==> config.mk <==
export PLATFORM = sky130hd
export DESIGN_NAME = pipeline_stall_controller
export DESIGN_NICKNAME = d
export VERILOG_FILES = /design/src/rtl/pipeline_stall_controller.sv
export SDC_FILE = /design/constraint.sdc
export NUM_CORES = 1
export LEC_CHECK = 0
export ABC_CLOCK_PERIOD_IN_PS = 2200
export CELL_PAD_IN_SITES_DETAIL_PLACEMENT = 0
export CELL_PAD_IN_SITES_GLOBAL_PLACEMENT = 2
export CORE_ASPECT_RATIO = 0.7
export CORE_UTILIZATION = 25
export DETAILED_ROUTE_END_ITERATION = 16
export PLACE_DENSITY = 0.82
export SYNTH_ARGS = -nofsm -noshare
export SYNTH_HDL_FRONTEND = slang
export SYNTH_SLANG_ARGS = --single-unit
export TNS_END_PERCENT = 50
==> constraint.sdc <==
create_clock -name clk_i -period 2.2 [get_ports clk_i]
set_clock_uncertainty 0.2 [all_clocks]
set_input_delay 0.33 -clock clk_i [delete_from_list [all_inputs] [get_ports clk_i]]
set_output_delay 0.33 -clock clk_i [all_outputs]
set_load 0.02 [all_outputs]
Fig. 1: run 1, signal wires on met1
Scale bar: 20 µm. Supply wires on this layer in grey.
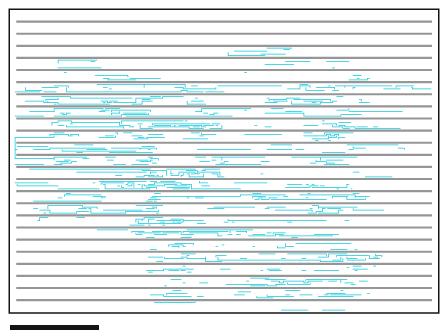
- share of all routed wire: 51%
- nets with wire on the layer: 237
met1 usage: 17.9%
post-detailed-routing wire length: 3890 µm
vias: 1,365

Fig. 2: run 1, metal 2
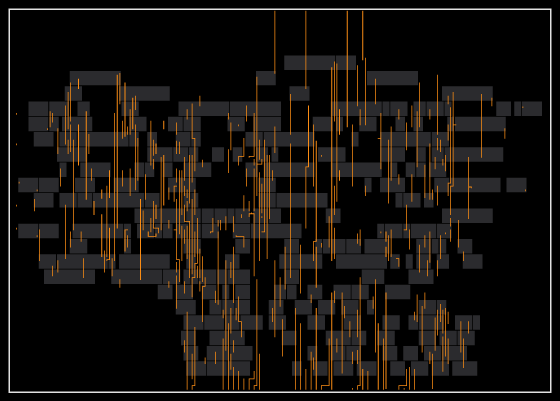
- main direction: vertical
- nets with wire on the layer: 206
- longest straight run: 34.3 µm
- wire length on this layer: 1,700 µm
met2 track demand over resource in global routing: 21.3%

Fig. 3: run 1, the metal 3 layer
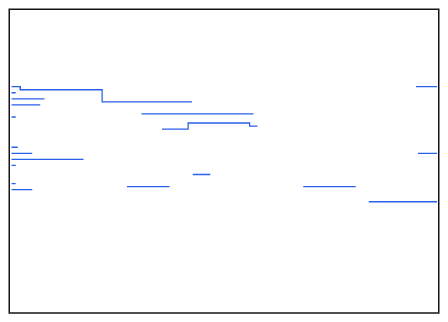
- nets with wire on the layer: 18
- share of all routed wire: 4.7%
- main direction: horizontal
- wire length on this layer: 181 µm
met3 usage: 3.44%

==> results.txt, run 1 <==
Physical implementation.

- The count of placed standard cells including taps is between 200 and 300.
- The number of clock buffer instances in the layout is 3.
- For the pin with the worst max-slew slack, the measured transition is around 0.37 ns.
- The number of non-clock buffers is 73.
- The area fraction in mux cells is less than 1%.
- The overall fraction of global-route tracks in use is around an eighth.
- The layout multi-input combinational cell count is about 120.
- The final reports fail on negative setup slack.
- The utilization of the core after routing is about two fifths.
- Dividing the final minimum period by the clock period gives 100%.
- Summing internal, switching and leakage power gives approximately 1800 µW.
- In the layout the commonest cells are 31 x sky130_fd_sc_hd__buf_4, 27 x sky130_fd_sc_hd__dfrtp_1, 24 x sky130_fd_sc_hd__clkdlybuf4s50_1, 15 x sky130_fd_sc_hd__xnor2_1, 15 x sky130_fd_sc_hd__xor2_1.
- The tool warning count is 32.
- Per report_power, the combinational group accounts for 48.9% of the total.
- Yosys attributes the largest share of cell area to sky130_fd_sc_hd__dfrtp_1 44%, sky130_fd_sc_hd__xnor2_1 8.5%, sky130_fd_sc_hd__xor2_1 8.5%.
- Summing the sequential cell areas from Yosys gives 43.6% of the chip area.
- After layout, the minimum clock period comes to roughly 2.2 ns.
- Non-clock inverters in the final layout number 6.
- Once the floorplan was initialized, standard cells occupied 26.5% of the core.
- In the final routing, the length of wire on met1 measures ~2000 µm.
- Final hold analysis gives a worst-case slack of 0.208 ns.
- In this run the static leakage power is between 0.001 and 0.0015 µW.
- The required time at the worst endpoint is listed as 1.67 ns.
- Buffers added to address setup during post-CTS repair amount to 0.
- The iteration count of the initial detailed-routing pass is 4.
- Per the run report, area growth between synthesis and finish was 52.7%.
- The total congestion overflow is 0.
- The core region area is 0.00584 mm².
- The tree is rooted in a sky130_fd_sc_hd__clkbuf_8.
- The synthesis log from Yosys contains 0 warnings.
- The slack of the critical path is -0.00136 ns.
- The well-tap cell count is between 70 and 80.
- The switching power as a share of total power is between 30 and 40%.
- The count of pins over their slew limit is 0.
- The maximum level of the CTS H-tree is 1.
- Looking at the power breakdown, sequential logic takes a little over a third of the total.
- The clock group share of total power is 15.8%.
- The final setup violation count is 1.
- RePlAce ended its routability-driven mode at a weighted congestion of 0.749.
- The critical path's slowest cell is sky130_fd_sc_hd__or4_1.
- The area share of and-or/or-and cells after synthesis is 9.36%.
- The flow ran to the end, but the final reports show violations.
- In the synthesized netlist the async set-or-reset flop fraction comes to 100%.
- The critical path launch point type is an input pin.
- The area used by multi-input combinational logic is 880 µm².
==> run 2: changes to the inputs <==
--- a/config.mk
+++ b/config.mk
@@ -11,6 +11,7 @@
 export CORE_ASPECT_RATIO = 0.7
 export CORE_UTILIZATION = 25
 export DETAILED_ROUTE_END_ITERATION = 16
+export GPL_ROUTABILITY_DRIVEN = 0
 export PLACE_DENSITY = 0.82
 export SYNTH_ARGS = -nofsm -noshare
 export SYNTH_HDL_FRONTEND = slang
Fig. 4: run 2, track usage over the die
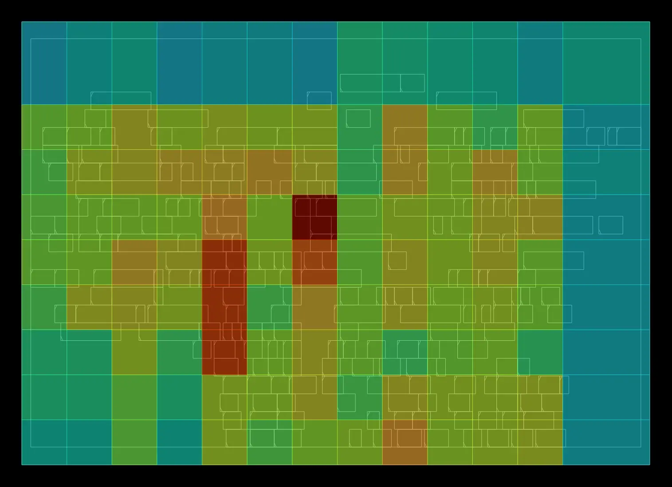
Finished Core Util: 40.5%
Wirelength per Cell: 12.7 µm
layer with the highest usage: met2
overall global routing resource usage: 13.0%

==> results.txt, run 2 <==
Physical implementation.

- The final clock period utilization by the worst path is 100%.
- From the final report, the count of setup violators was given as 1.
- The area fraction in mux cells is less than 1%.
- Warnings raised by the tools during the run amount to 32.
- Of the total power, the clock network draws roughly 16%.
- The number of setup buffers added after CTS is 0.
- In the final routing, the length of wire on met1 measures around 2000 µm.
- The multi-input combinational cells in the finished layout cover a total of 880 µm².
- The well-tap cell count is 75.
- Counting tap cells, the placed design contains a total of 299 instances.
- The first detailed-routing pass ran for 4 iterations.
- The total congestion overflow is 0.
- Routing resource usage on met3 recorded by global route was under 10%.
- The final timing report gives a worst setup slack of -0.00136 ns.
- For the pin with the worst max-slew slack, the measured transition is roughly 0.37 ns.
- The core region area is approximately 0.0058 mm².
- After layout, the design draws a total of 1810 µW.
- Counting the clock-network buffers in the layout gives 3.
- The clock root buffer is sky130_fd_sc_hd__clkbuf_8.
- On met1, the global router reports a usage of 17.9%.
- The flow ran to the end, but the final reports show violations.
- Leaving out the clock tree, the finished layout contains an inverter count of 6.
- The number of synthesis warnings is 0.
- The checks that failed: negative setup slack.
- The met2 demand-to-capacity share in global routing is 21.3%.
Power figures rest on the tool's default switching activity, not on a simulated workload.
